run_1/pinout.png
Pins as bars across the die edge, other pins in grey.
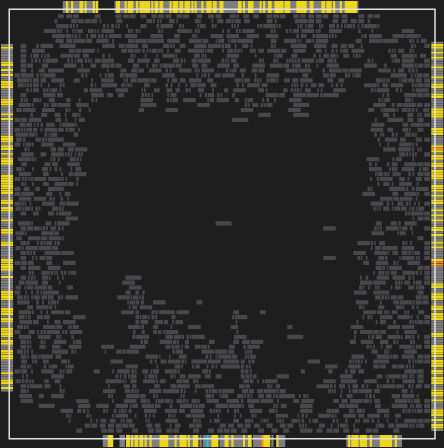
run_1/clock_wires.png
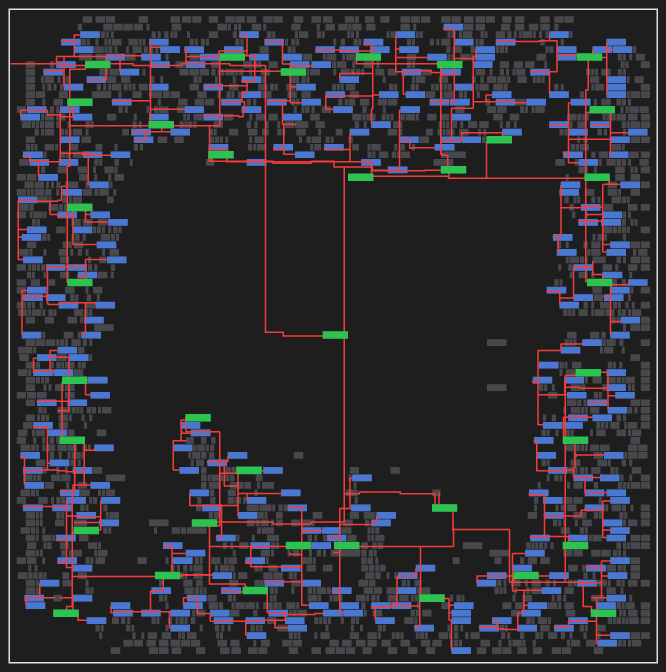
run_1/m4.png
The bar under the picture is 50 um long.
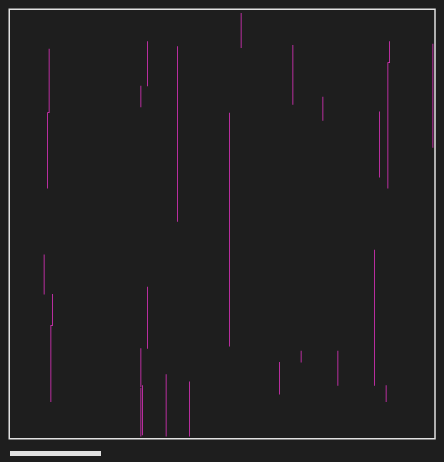
File: src/rtl/dot_prod_sched.sv
// Round-robin scheduler sharing one dot_prod engine between NREQ requesters.
// Holds the engine in reset while idle and releases it for exactly one job per grant.
module dot_prod_sched #(
    parameter int unsigned NREQ     = 4,
    parameter int unsigned NROW     = 16,
    parameter int unsigned NCOL     = 4,
    parameter int unsigned BITWIDTH = 18,
    parameter int unsigned TIMEOUT  = 256,
    localparam int unsigned ID_W    = (NREQ > 1) ? $clog2(NREQ) : 1,
    localparam int unsigned COL_W   = (NCOL > 1) ? $clog2(NCOL) : 1,
    localparam int unsigned LAYER_W = BITWIDTH * NROW,
    localparam int unsigned ADDR_W  = ID_W + COL_W
) (
    input  logic               clk,
    input  logic               reset,
    input  logic [NREQ-1:0]    req,
    output logic               gnt,
    output logic [ID_W-1:0]    gnt_id,
    output logic               busy,
    output logic               done,
    output logic [LAYER_W-1:0] result,
    output logic               err,
    output logic               eng_rst,
    input  logic [COL_W-1:0]   eng_col,
    input  logic               eng_ready,
    input  logic [LAYER_W-1:0] eng_result,
    output logic [ADDR_W-1:0]  w_addr
);

    localparam int unsigned WD_W = $clog2(TIMEOUT);

    typedef enum logic [1:0] {IDLE, KICK, RUN, DONE} state_t;

    state_t             state, state_nxt;
    logic               gnt_nxt, busy_nxt, done_nxt, err_nxt, eng_rst_nxt;
    logic [ID_W-1:0]    gnt_id_nxt, rr_ptr, rr_ptr_nxt, pick_id, ptr_after;
    logic [LAYER_W-1:0] result_nxt;
    logic [WD_W-1:0]    wdog, wdog_nxt;

    // Weight row base is the requester slot; the engine walks the columns inside it.
    assign w_addr = ADDR_W'(gnt_id) * ADDR_W'(NCOL) + ADDR_W'(eng_col);

    assign ptr_after = (gnt_id == ID_W'(NREQ - 1)) ? '0 : gnt_id + ID_W'(1);

    // First set request at or after rr_ptr, wrapping modulo NREQ.
    always_comb begin
        logic              found;
        logic [ID_W-1:0]   idx;
        found   = 1'b0;
        pick_id = '0;
        idx     = '0;
        for (int unsigned i = 0; i < NREQ; i++) begin
            idx = ID_W'((32'(rr_ptr) + i) % NREQ);
            if (!found && req[idx]) begin
                found   = 1'b1;
                pick_id = idx;
            end
        end
    end

    always_ff @(posedge clk) begin
        if (reset) begin
            state   <= IDLE;
            gnt     <= 1'b0;
            gnt_id  <= '0;
            busy    <= 1'b0;
            done    <= 1'b0;
            result  <= '0;
            err     <= 1'b0;
            eng_rst <= 1'b1;
            rr_ptr  <= '0;
            wdog    <= '0;
        end else begin
            state   <= state_nxt;
            gnt     <= gnt_nxt;
            gnt_id  <= gnt_id_nxt;
            busy    <= busy_nxt;
            done    <= done_nxt;
            result  <= result_nxt;
            err     <= err_nxt;
            eng_rst <= eng_rst_nxt;
            rr_ptr  <= rr_ptr_nxt;
            wdog    <= wdog_nxt;
        end
    end

    always_comb begin
        state_nxt   = state;
        gnt_nxt     = 1'b0;
        gnt_id_nxt  = gnt_id;
        busy_nxt    = busy;
        done_nxt    = 1'b0;
        result_nxt  = result;
        err_nxt     = 1'b0;
        eng_rst_nxt = 1'b1;
        rr_ptr_nxt  = rr_ptr;
        wdog_nxt    = wdog;
        case (state)
            IDLE: begin
                busy_nxt = 1'b0;
                if (|req) begin
                    gnt_nxt    = 1'b1;
                    gnt_id_nxt = pick_id;
                    busy_nxt   = 1'b1;
                    state_nxt  = KICK;
                end
            end
            KICK: begin
                // Engine sees reset asserted on this edge, then runs from RUN onward.
                wdog_nxt    = '0;
                eng_rst_nxt = 1'b0;
                state_nxt   = RUN;
            end
            RUN: begin
                eng_rst_nxt = 1'b0;
                wdog_nxt    = wdog + WD_W'(1);
                if (eng_ready) begin
                    result_nxt  = eng_result;
                    done_nxt    = 1'b1;
                    eng_rst_nxt = 1'b1;
                    state_nxt   = DONE;
                end else if (wdog == WD_W'(TIMEOUT - 1)) begin
                    err_nxt     = 1'b1;
                    busy_nxt    = 1'b0;
                    rr_ptr_nxt  = ptr_after;
                    eng_rst_nxt = 1'b1;
                    state_nxt   = IDLE;
                end
            end
            DONE: begin
                busy_nxt   = 1'b0;
                rr_ptr_nxt = ptr_after;
                state_nxt  = IDLE;
            end
            default: state_nxt = IDLE;
        endcase
    end

endmodule

File: config.mk
export PLATFORM = sky130hd
export DESIGN_NAME = dot_prod_sched
export DESIGN_NICKNAME = d
export VERILOG_FILES = /design/src/rtl/dot_prod_sched.sv
export SDC_FILE = /design/constraint.sdc
export NUM_CORES = 1
export LEC_CHECK = 0
export ABC_CLOCK_PERIOD_IN_PS = 2850
export CAP_MARGIN = 20
export CORE_AREA = 2 2 232 234
export DETAILED_ROUTE_END_ITERATION = 10
export DIE_AREA = 0 0 234 236
export GPL_TIMING_DRIVEN = 1
export HOLD_SLACK_MARGIN = 0.08
export PLACE_DENSITY = 0.56
export RECOVER_POWER = 100
export SETUP_SLACK_MARGIN = 0.3
export SLEW_MARGIN = 5
export SYNTH_ARGS = -nofsm -noshare
export SYNTH_HDL_FRONTEND = slang
export SYNTH_SLANG_ARGS = --single-unit
File: constraint.sdc
create_clock -name clk -period 2.85 [get_ports clk]
set_input_delay 0.57 -clock clk [delete_from_list [all_inputs] [get_ports clk]]
set_output_delay 0.57 -clock clk [all_outputs]
set_load 0.02 [all_outputs]
==> reports/summary.json, run 1 <==
{
  "die": {
    "fp-utilization_pct": 20.33,
    "width_of_the_chip_um": 234,
    "chipArea_mm2": 0.05522,
    "well_tap_count": 696,
    "core_area_mm2": 0.05307
  },
  "min_path": {
    "timing.hold.worst.class": "reg -> reg"
  },
  "finish": {
    "area_share_nonclk_buffers_pct": 33.87,
    "final_common_cell": "sky130_fd_sc_hd__nand2_1",
    "antenna_cells_inserted": 1,
    "layout.filler_cells": 5441,
    "mostFrequentLayoutCells": "583 x sky130_fd_sc_hd__nand2_1, 307 x sky130_fd_sc_hd__dfxtp_1, 299 x sky130_fd_sc_hd__a21oi_1, 298 x sky130_fd_sc_hd__dlygate4sd3_1, 292 x sky130_fd_sc_hd__clkdlybuf4s50_1"
  },
  "power_and_ir_drop": {
    "power.total_mw": 10.57,
    "power.largest_group": "registers",
    "swShare_pct": 24.90,
    "power_report.internal_total_mw": 7.940,
    "power.net_switching_mw": 2.632,
    "power_density_mw_per_mm2": 564.8
  },
  "yosys": {
    "aoi_share_pct": 14.96,
    "topCellsByArea": "sky130_fd_sc_hd__dfxtp_1 57%, sky130_fd_sc_hd__nand2_1 20%, sky130_fd_sc_hd__a21oi_1 14%",
    "logic_family": "simple AND/OR/NAND/NOR gates",
    "synth-xor-area-share_pct": 0.3248
  },
  "clock_network": {
    "ctsLongestPathBuffers": 3,
    "postCtsSetupRepairBufs": 0,
    "number_of_h_tree_branching_levels": 2,
    "postCtsHoldBufs": 0,
    "clkSinkCount": 307
  },
  "placement": {
    "routabilityCongestion": 0.7883,
    "dpl_cell_area_mm2": 0.01762,
    "place_worst_setup_slack_ps": 541.8
  },
  "worst_setup_path": {
    "worst_setup_path_end_kind": "register",
    "worst-endpoint-arrival_ps": 2840,
    "cp_cell_sequence": "inv_1 > ha_1 > and2_4 > buf_12 > clkbuf_2 > nand2_1 > a21oi_1",
    "crit_path_top_delay_cell": "sky130_fd_sc_hd__clkbuf_2",
    "crit_path_max_fanout": 30
  },
  "final_timing": {
    "timing.setup.tns_ps": 0,
    "maximum_clock_skew_at_final_layout_ps": 10.58
  },
  "routing": {
    "dr_total_vias": 11010,
    "wire_length_reported_by_the_detailed_router_mm": 39.21
  },
  "global_route": {
    "grt_use_met2_pct": 22.91,
    "grt_start_max_net_pins": 90
  },
  "status": {
    "status": "finished, final reports clean"
  }
}
## Picture notes: pinout.png
legend:
  orange:
    port: w_addr
    pins: 4
    direction: output
    edge: 3 right, 1 bottom
  cyan:
    port: err
    pins: 1
    direction: output
    edge: bottom
  yellow:
    port: result
    pins: 288
    direction: output
    edge: 84 top, 77 right, 68 left, 59 bottom

## Picture notes: clock_wires.png
legend:
  blue:
    item: flip-flops
    count: 307
  red:
    item: clock wires
    length: 4390 um
  green:
    item: clock-net drivers
    count: 36
flops lie: widely spread

## Picture notes: m4.png
longest straight run: 129 um
share of all routed wire: 2.5%
wire length on this layer: 960 um
main direction: vertical

==> run 1: flip-flops by register name, summed over array words and instances (netlist names) <==
signal,cells
busy,1
eng_rst,1
done,1
rr_ptr,2
err,1
gnt_id,2
state,2
result,288
gnt,1
wdog,8
==> run 1: worst paths after layout <==
| check | endpoint | cells past startpoint | from | slack (ps) |
|---|---|---|---|---|
| max | result[78] | 7 | state[0] | 470 |
| min | result[8] | 2 | result[8] | 450 |
| max reg2reg | result[78] | 7 | state[0] | 470 |
| min reg2reg | result[8] | 2 | result[8] | 450 |
==> run 1: cell families (layout without fill, tap and decap cells) <==
family	count (synthesis)	count (layout)
AND-OR/OR-AND	313	313
XOR/XNOR	4	4
adder cells (fa/ha/maj)	7	7
buffers and inverters	109	704
flip-flops	307	307
multiplexers	2	2
other	0	1
AND/OR/NAND/NOR	623	623
run_1/sizing.png
The bar under the picture is 50 um long.
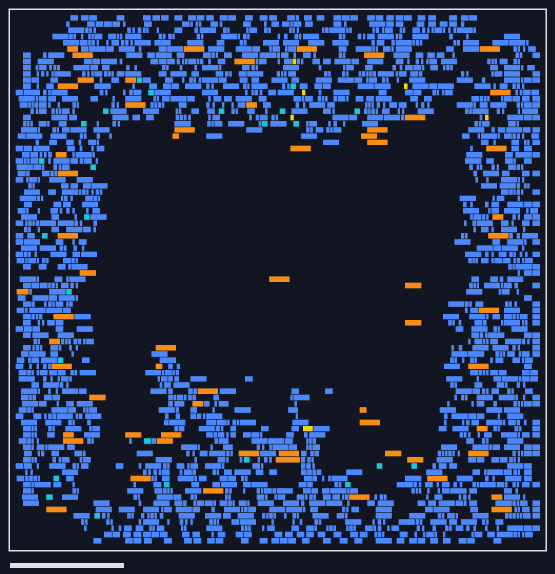

==> run 2: changes to the inputs <==
ABC_CLOCK_PERIOD_IN_PS = 2300   (was 2850)
CORE_AREA = 2 2 234 236   (was 2 2 232 234)
DIE_AREA = 0 0 236 238   (was 0 0 234 236)
PLACE_DENSITY = 0.55   (was 0.56)
clock period = 2.3 ns   (was 2.85 ns; I/O delays follow)
run_2/sizing.png
The bar under the picture is 50 um long.
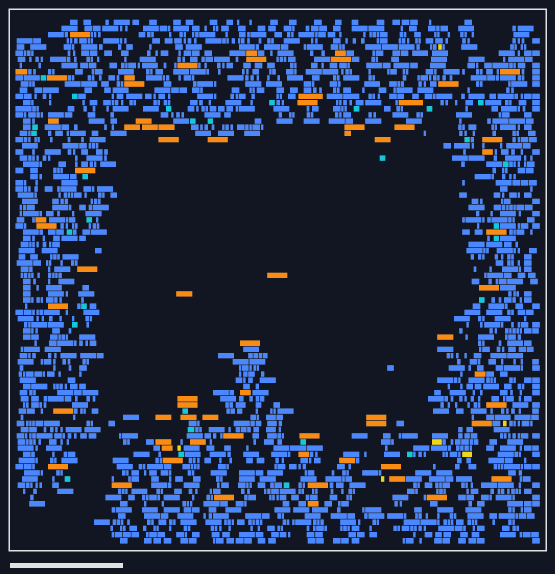
legend:
  cyan:
    size: x3 and x4
    cells: 29
    share: 1.5%
  orange:
    size: x6 and larger
    cells: 68
    share: 3.5%
  yellow:
    size: x2
    cells: 6
    share: 0.31%
  blue:
    size: x1 and smaller
    cells: 1864
    share: 95%

run_2/clock_nets.png
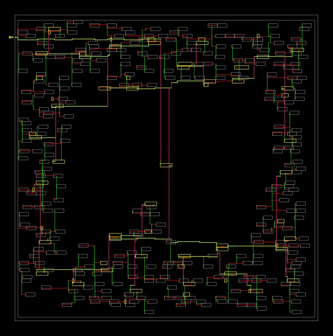
Clk power: 5.94 mW
flip-flop and latch count: 307
number of clock-tree buffers in the layout: 60

==> run 2 against run 1 <==
Largest cell class is now sequential cells; worst hold slack worse by 170 ps; sequential share of layout area is 0.65 points higher; global-route usage grew 0.40 points; combinational power is 21% higher; critical path type is now reg -> out; non-clock buffer count grew 4.
==> reports/summary.json, run 2 <==
{
  "worst_setup_path": {
    "worst-endpoint-arrival": {"value": 1560, "unit": "ps", "change": "was 2840 ps"},
    "crit_path_max_fanout": {"value": 2, "change": "was 30"},
    "cp_cell_sequence": {"value": "dlygate4sd3_1", "change": "was inv_1 > ha_1 > and2_4 > buf_12 > clkbuf_2 > nand2_1 > a21oi_1"},
    "crit_path_top_delay_cell": {"value": "sky130_fd_sc_hd__dlygate4sd3_1", "change": "was sky130_fd_sc_hd__clkbuf_2"},
    "worst-r2r-cell-count": {"value": 7, "change": "unchanged"},
    "worst_setup_path_end_kind": {"value": "output pin", "change": "was register"},
    "r2r-start": {"value": "state[0]", "change": "unchanged"},
    "ff2ff_setup_slack": {"value": 360, "unit": "ps", "change": "was 470 ps"},
    "timing.rr.end": {"value": "result[265]", "change": "was result[78]"}
  },
  "power_and_ir_drop": {
    "power_density": {"value": 729.1, "unit": "mW/mm2", "change": "was 564.8 mW/mm2"},
    "swShare": {"value": 24.63, "unit": "%", "change": "was 24.90%"},
    "power_report.internal_total": {"value": 10.09, "unit": "mW", "change": "was 7.940 mW"},
    "power.net_switching": {"value": 3.296, "unit": "mW", "change": "was 2.632 mW"},
    "power.total": {"value": 13.38, "unit": "mW", "change": "was 10.57 mW"},
    "power.largest_group": {"value": "clock", "change": "was registers"}
  },
  "finish": {
    "biggest_regs": {"value": "result x288, wdog x8", "change": "unchanged"},
    "largest_register_ffs": {"value": 288, "change": "unchanged"},
    "mostFrequentLayoutCells": {"value": "583 x sky130_fd_sc_hd__nand2_1, 307 x sky130_fd_sc_hd__dfxtp_1, 299 x sky130_fd_sc_hd__a21oi_1, 292 x sky130_fd_sc_hd__clkdlybuf4s50_1, 144 x sky130_fd_sc_hd__dlygate4sd3_1", "change": "was 583 x sky130_fd_sc_hd__nand2_1, 307 x sky130_fd_sc_hd__dfxtp_1, 299 x sky130_fd_sc_hd__a21oi_1, 298 x sky130_fd_sc_hd__dlygate4sd3_1, 292 x sky130_fd_sc_hd__clkdlybuf4s50_1"},
    "area_share_nonclk_buffers": {"value": 32.14, "unit": "%", "change": "was 33.87%"},
    "final_common_cell": {"value": "sky130_fd_sc_hd__nand2_1", "change": "unchanged"},
    "layout.filler_cells": {"value": 5676, "change": "was 5441"}
  },
  "routing": {
    "wire_length_reported_by_the_detailed_router": {"value": 40.69, "unit": "mm", "change": "was 39.21 mm"},
    "dr_total_vias": {"value": 11120, "change": "was 11010"}
  },
  "die": {
    "core_area": {"value": 0.05350, "unit": "mm2", "change": "was 0.05307 mm2"},
    "chipArea": {"value": 0.05617, "unit": "mm2", "change": "was 0.05522 mm2"},
    "width_of_the_chip": {"value": 236, "unit": "um", "change": "was 234 um"},
    "well_tap_count": {"value": 696, "change": "unchanged"}
  },
  "min_path": {
    "timing.hold.worst.class": {"value": "in -> reg", "change": "was reg -> reg"},
    "worst_min_delay_path_startpoint": {"value": "reset", "change": "was result[8]"},
    "hold_path_end": {"value": "result[29]", "change": "was result[8]"}
  },
  "status": {
    "status": {"value": "finished, final reports clean", "change": "unchanged"}
  },
  "clock_network": {
    "postCtsSetupRepairBufs": {"value": 0, "change": "unchanged"},
    "ctsLongestPathBuffers": {"value": 3, "change": "unchanged"},
    "number_of_h_tree_branching_levels": {"value": 2, "change": "unchanged"},
    "clkSinkCount": {"value": 307, "change": "unchanged"},
    "postCtsHoldBufs": {"value": 0, "change": "unchanged"}
  },
  "global_route": {
    "grt_use_met2": {"value": 23.78, "unit": "%", "change": "was 22.91%"}
  },
  "yosys": {
    "synth-xor-area-share": {"value": 0.3248, "unit": "%", "change": "unchanged"},
    "topCellsByArea": {"value": "sky130_fd_sc_hd__dfxtp_1 57%, sky130_fd_sc_hd__nand2_1 20%, sky130_fd_sc_hd__a21oi_1 14%", "change": "unchanged"},
    "logic_family": {"value": "simple AND/OR/NAND/NOR gates", "change": "unchanged"}
  }
}
run 2: stage by stage:
| stage | instance area [um2] | worst slack (ps) | util, % | setup TNS [ps] |
|---|---|---|---|---|
| floorplan | 10790 | 632.2 | - | 0 |
| global placement | 17700 | -40.32 | 33.08 | -42.71 |
| detailed placement | 17700 | -103.6 | 33.08 | -175.7 |
| CTS | 18840 | 300.5 | 35.22 | 0 |
| global route | 18350 | 173.6 | 34.31 | 0 |
| finish | 18350 | 280.8 | 34.31 | 0 |
run 2: worst max-delay path by stage:
stage | end | cells after the start | slack [ps]
6_report | result[101] | 1 | 280
3_5_place_dp | state[1] | 6 | -100
4_1_cts | result[170] | 1 | 300
5_1_grt | result[263] | 7 | 170
2_1_floorplan | result[100] | 9 | 630
3_3_place_gp | state[1] | 6 | -40
run_2/m4.png
The bar under the picture is 50 um long.
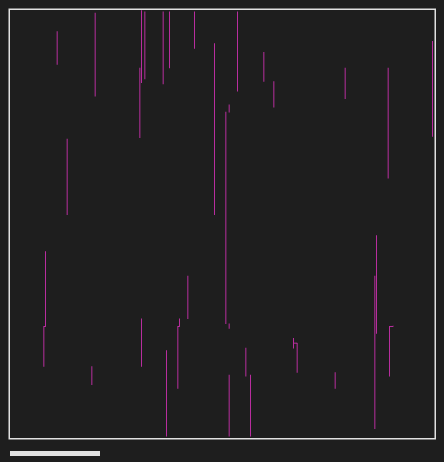

==> run 3: changes to the inputs <==
ABC_CLOCK_PERIOD_IN_PS = 2350   (was 2300)
CORE_AREA = 2 2 232 234   (was 2 2 234 236)
DIE_AREA = 0 0 234 236   (was 0 0 236 238)
PLACE_DENSITY = 0.56   (was 0.55)
clock period = 2.35 ns   (was 2.3 ns; I/O delays follow)
run_3/m4.png
The bar under the picture is 50 um long.
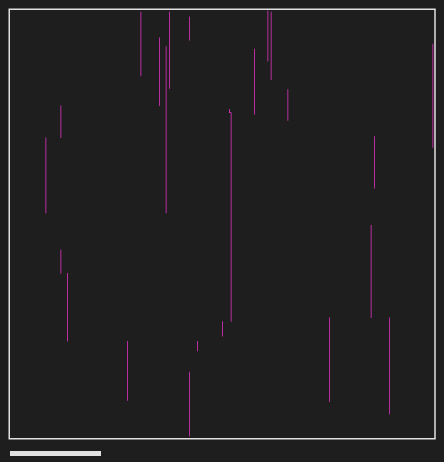
nets with wire on the layer: 13
share of all routed wire: 2.2%
wire length on this layer: 883 um

run_3/sizing.png
The bar under the picture is 50 um long.
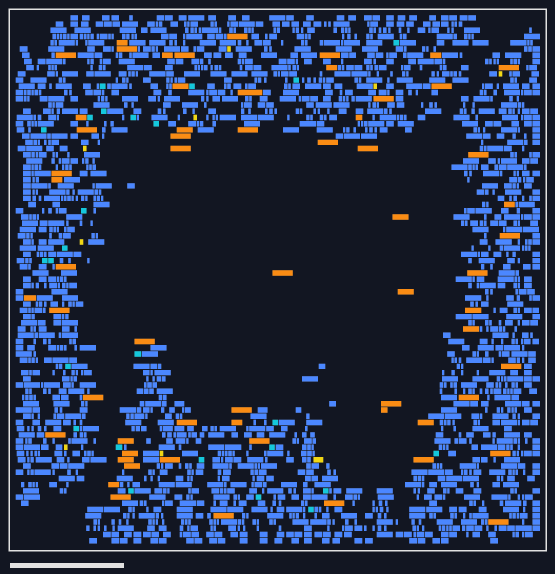
legend:
  blue:
    size: x1 and smaller
    cells: 1870
    share: 95%
  cyan:
    size: x3 and x4
    cells: 25
    share: 1.3%
  orange:
    size: x6 and larger
    cells: 61
    share: 3.1%
  yellow:
    size: x2
    cells: 9
    share: 0.46%

==> run 3 against run 2 <==
Global-route usage is 0.068 points lower; sequential share of layout area is 0.38 points lower; worst hold slack better by 100 ps; synthesized cell count stayed put; highest routed layer unchanged; count of clock-buffer cells in the layout is 5 lower; worst setup slack worse by 3.9 ps; largest cell class is now buffers.
==> reports/summary.json, run 3 <==
{
  "status": {
    "status": {"value": "finished, final reports clean", "change": "unchanged"}
  },
  "finish": {
    "regMostFlops": {"value": "result", "change": "unchanged"},
    "final_util": {"value": 34.99, "unit": "%", "change": "was 34.31%"},
    "largest_register_ffs": {"value": 288, "change": "unchanged"},
    "antenna_cells_inserted": {"value": 1, "change": "was 0"},
    "mostFrequentLayoutCells": {"value": "583 x sky130_fd_sc_hd__nand2_1, 307 x sky130_fd_sc_hd__dfxtp_1, 299 x sky130_fd_sc_hd__a21oi_1, 292 x sky130_fd_sc_hd__clkdlybuf4s50_1, 255 x sky130_fd_sc_hd__dlygate4sd3_1", "change": "was 583 x sky130_fd_sc_hd__nand2_1, 307 x sky130_fd_sc_hd__dfxtp_1, 299 x sky130_fd_sc_hd__a21oi_1, 292 x sky130_fd_sc_hd__clkdlybuf4s50_1, 144 x sky130_fd_sc_hd__dlygate4sd3_1"},
    "seq_cells": {"value": 307, "change": "unchanged"},
    "layout.filler_cells": {"value": 5511, "change": "was 5676"},
    "clkbuf_count": {"value": 55, "change": "was 60"},
    "biggest_regs": {"value": "result x288, wdog x8", "change": "unchanged"},
    "final_common_cell": {"value": "sky130_fd_sc_hd__nand2_1", "change": "unchanged"},
    "area_share_nonclk_buffers": {"value": 33.42, "unit": "%", "change": "was 32.14%"}
  },
  "power_and_ir_drop": {
    "clock_net_power": {"value": 5.49, "unit": "mW", "change": "was 5.94 mW"},
    "power.total": {"value": 12.79, "unit": "mW", "change": "was 13.38 mW"},
    "power_density": {"value": 689.0, "unit": "mW/mm2", "change": "was 729.1 mW/mm2"},
    "swShare": {"value": 25.10, "unit": "%", "change": "was 24.63%"},
    "power.largest_group": {"value": "registers", "change": "was clock"}
  },
  "worst_setup_path": {
    "worst_setup_path_end_kind": {"value": "register", "change": "was output pin"},
    "startpoint": {"value": "state[0]", "change": "was result[101]"},
    "crit_path_max_fanout": {"value": 68, "change": "was 2"},
    "worst-r2r-cell-count": {"value": 7, "change": "unchanged"},
    "critPathCapture": {"value": "result[80]", "change": "was result[101]"},
    "crit_path_top_delay_cell": {"value": "sky130_fd_sc_hd__dfxtp_1", "change": "was sky130_fd_sc_hd__dlygate4sd3_1"},
    "r2r-start": {"value": "state[0]", "change": "unchanged"},
    "crit_cells": {"value": 7, "change": "was 1"},
    "cp_cell_sequence": {"value": "inv_1 > ha_1 > nand2_1 > buf_12 > clkbuf_1 > nand2_1 > a21oi_1", "change": "was dlygate4sd3_1"},
    "ff2ff_setup_slack": {"value": 280, "unit": "ps", "change": "was 360 ps"},
    "timing.rr.end": {"value": "result[80]", "change": "was result[265]"}
  },
  "yosys": {
    "aoi_share": {"value": 14.96, "unit": "%", "change": "unchanged"},
    "synth-xor-area-share": {"value": 0.3248, "unit": "%", "change": "unchanged"},
    "logic_family": {"value": "simple AND/OR/NAND/NOR gates", "change": "unchanged"}
  },
  "clock_network": {
    "ctsLongestPathBuffers": {"value": 3, "change": "unchanged"},
    "postCtsSetupRepairBufs": {"value": 0, "change": "unchanged"},
    "number_of_h_tree_branching_levels": {"value": 2, "change": "unchanged"},
    "clkSinkCount": {"value": 307, "change": "unchanged"}
  },
  "placement": {
    "dpl_cell_area": {"value": 0.01765, "unit": "mm2", "change": "was 0.01770 mm2"},
    "routabilityCongestion": {"value": 0.8136, "change": "was 0.8214"}
  },
  "die": {
    "well_tap_count": {"value": 696, "change": "unchanged"},
    "core_area": {"value": 0.05307, "unit": "mm2", "change": "was 0.05350 mm2"},
    "chipArea": {"value": 0.05522, "unit": "mm2", "change": "was 0.05617 mm2"}
  },
  "min_path": {
    "worst_min_delay_path_startpoint": {"value": "reset", "change": "unchanged"},
    "timing.hold.worst.class": {"value": "in -> reg", "change": "unchanged"},
    "whs_path_depth": {"value": 2, "change": "unchanged"}
  },
  "routing": {
    "dr_total_vias": {"value": 11010, "change": "was 11120"},
    "wire_length_reported_by_the_detailed_router": {"value": 39.58, "unit": "mm", "change": "was 40.69 mm"}
  },
  "final_timing": {
    "setup_slack": {"value": 276.9, "unit": "ps", "change": "was 280.8 ps"},
    "timing.setup.tns": {"value": 0, "unit": "ps", "change": "unchanged"},
    "maximum_clock_skew_at_final_layout": {"value": 11.30, "unit": "ps", "change": "was 9.316 ps"}
  },
  "global_route": {
    "grt_start_max_net_pins": {"value": 73, "change": "was 74"},
    "grt_use_met2": {"value": 23.48, "unit": "%", "change": "was 23.78%"}
  }
}
run 3: cell types whose count changed in the layout (fill, tap and decap cells not counted), moves of 2 or more:
cell and change:
sky130_fd_sc_hd__clkbuf_2 +2, sky130_fd_sc_hd__clkbuf_8 -2, sky130_fd_sc_hd__dlygate4sd3_1 +111, sky130_fd_sc_hd__clkbuf_1 -40, sky130_fd_sc_hd__buf_12 -3, sky130_fd_sc_hd__clkbuf_16 -2, sky130_fd_sc_hd__dlygate4sd2_1 -66, sky130_fd_sc_hd__clkinv_2 +2
sky130_fd_sc_hd__buf_4 -3
run 3: repair_timing:
| action | CTS | global route |
|---|---|---|
| pin swaps | 0 | 0 |
| hold buffers | 0 | 0 |
| resized | 20 | 25 |
| endpoints found under the setup margin | 20 | 36 |
Power figures rest on the tool's default switching activity, not on a simulated workload.
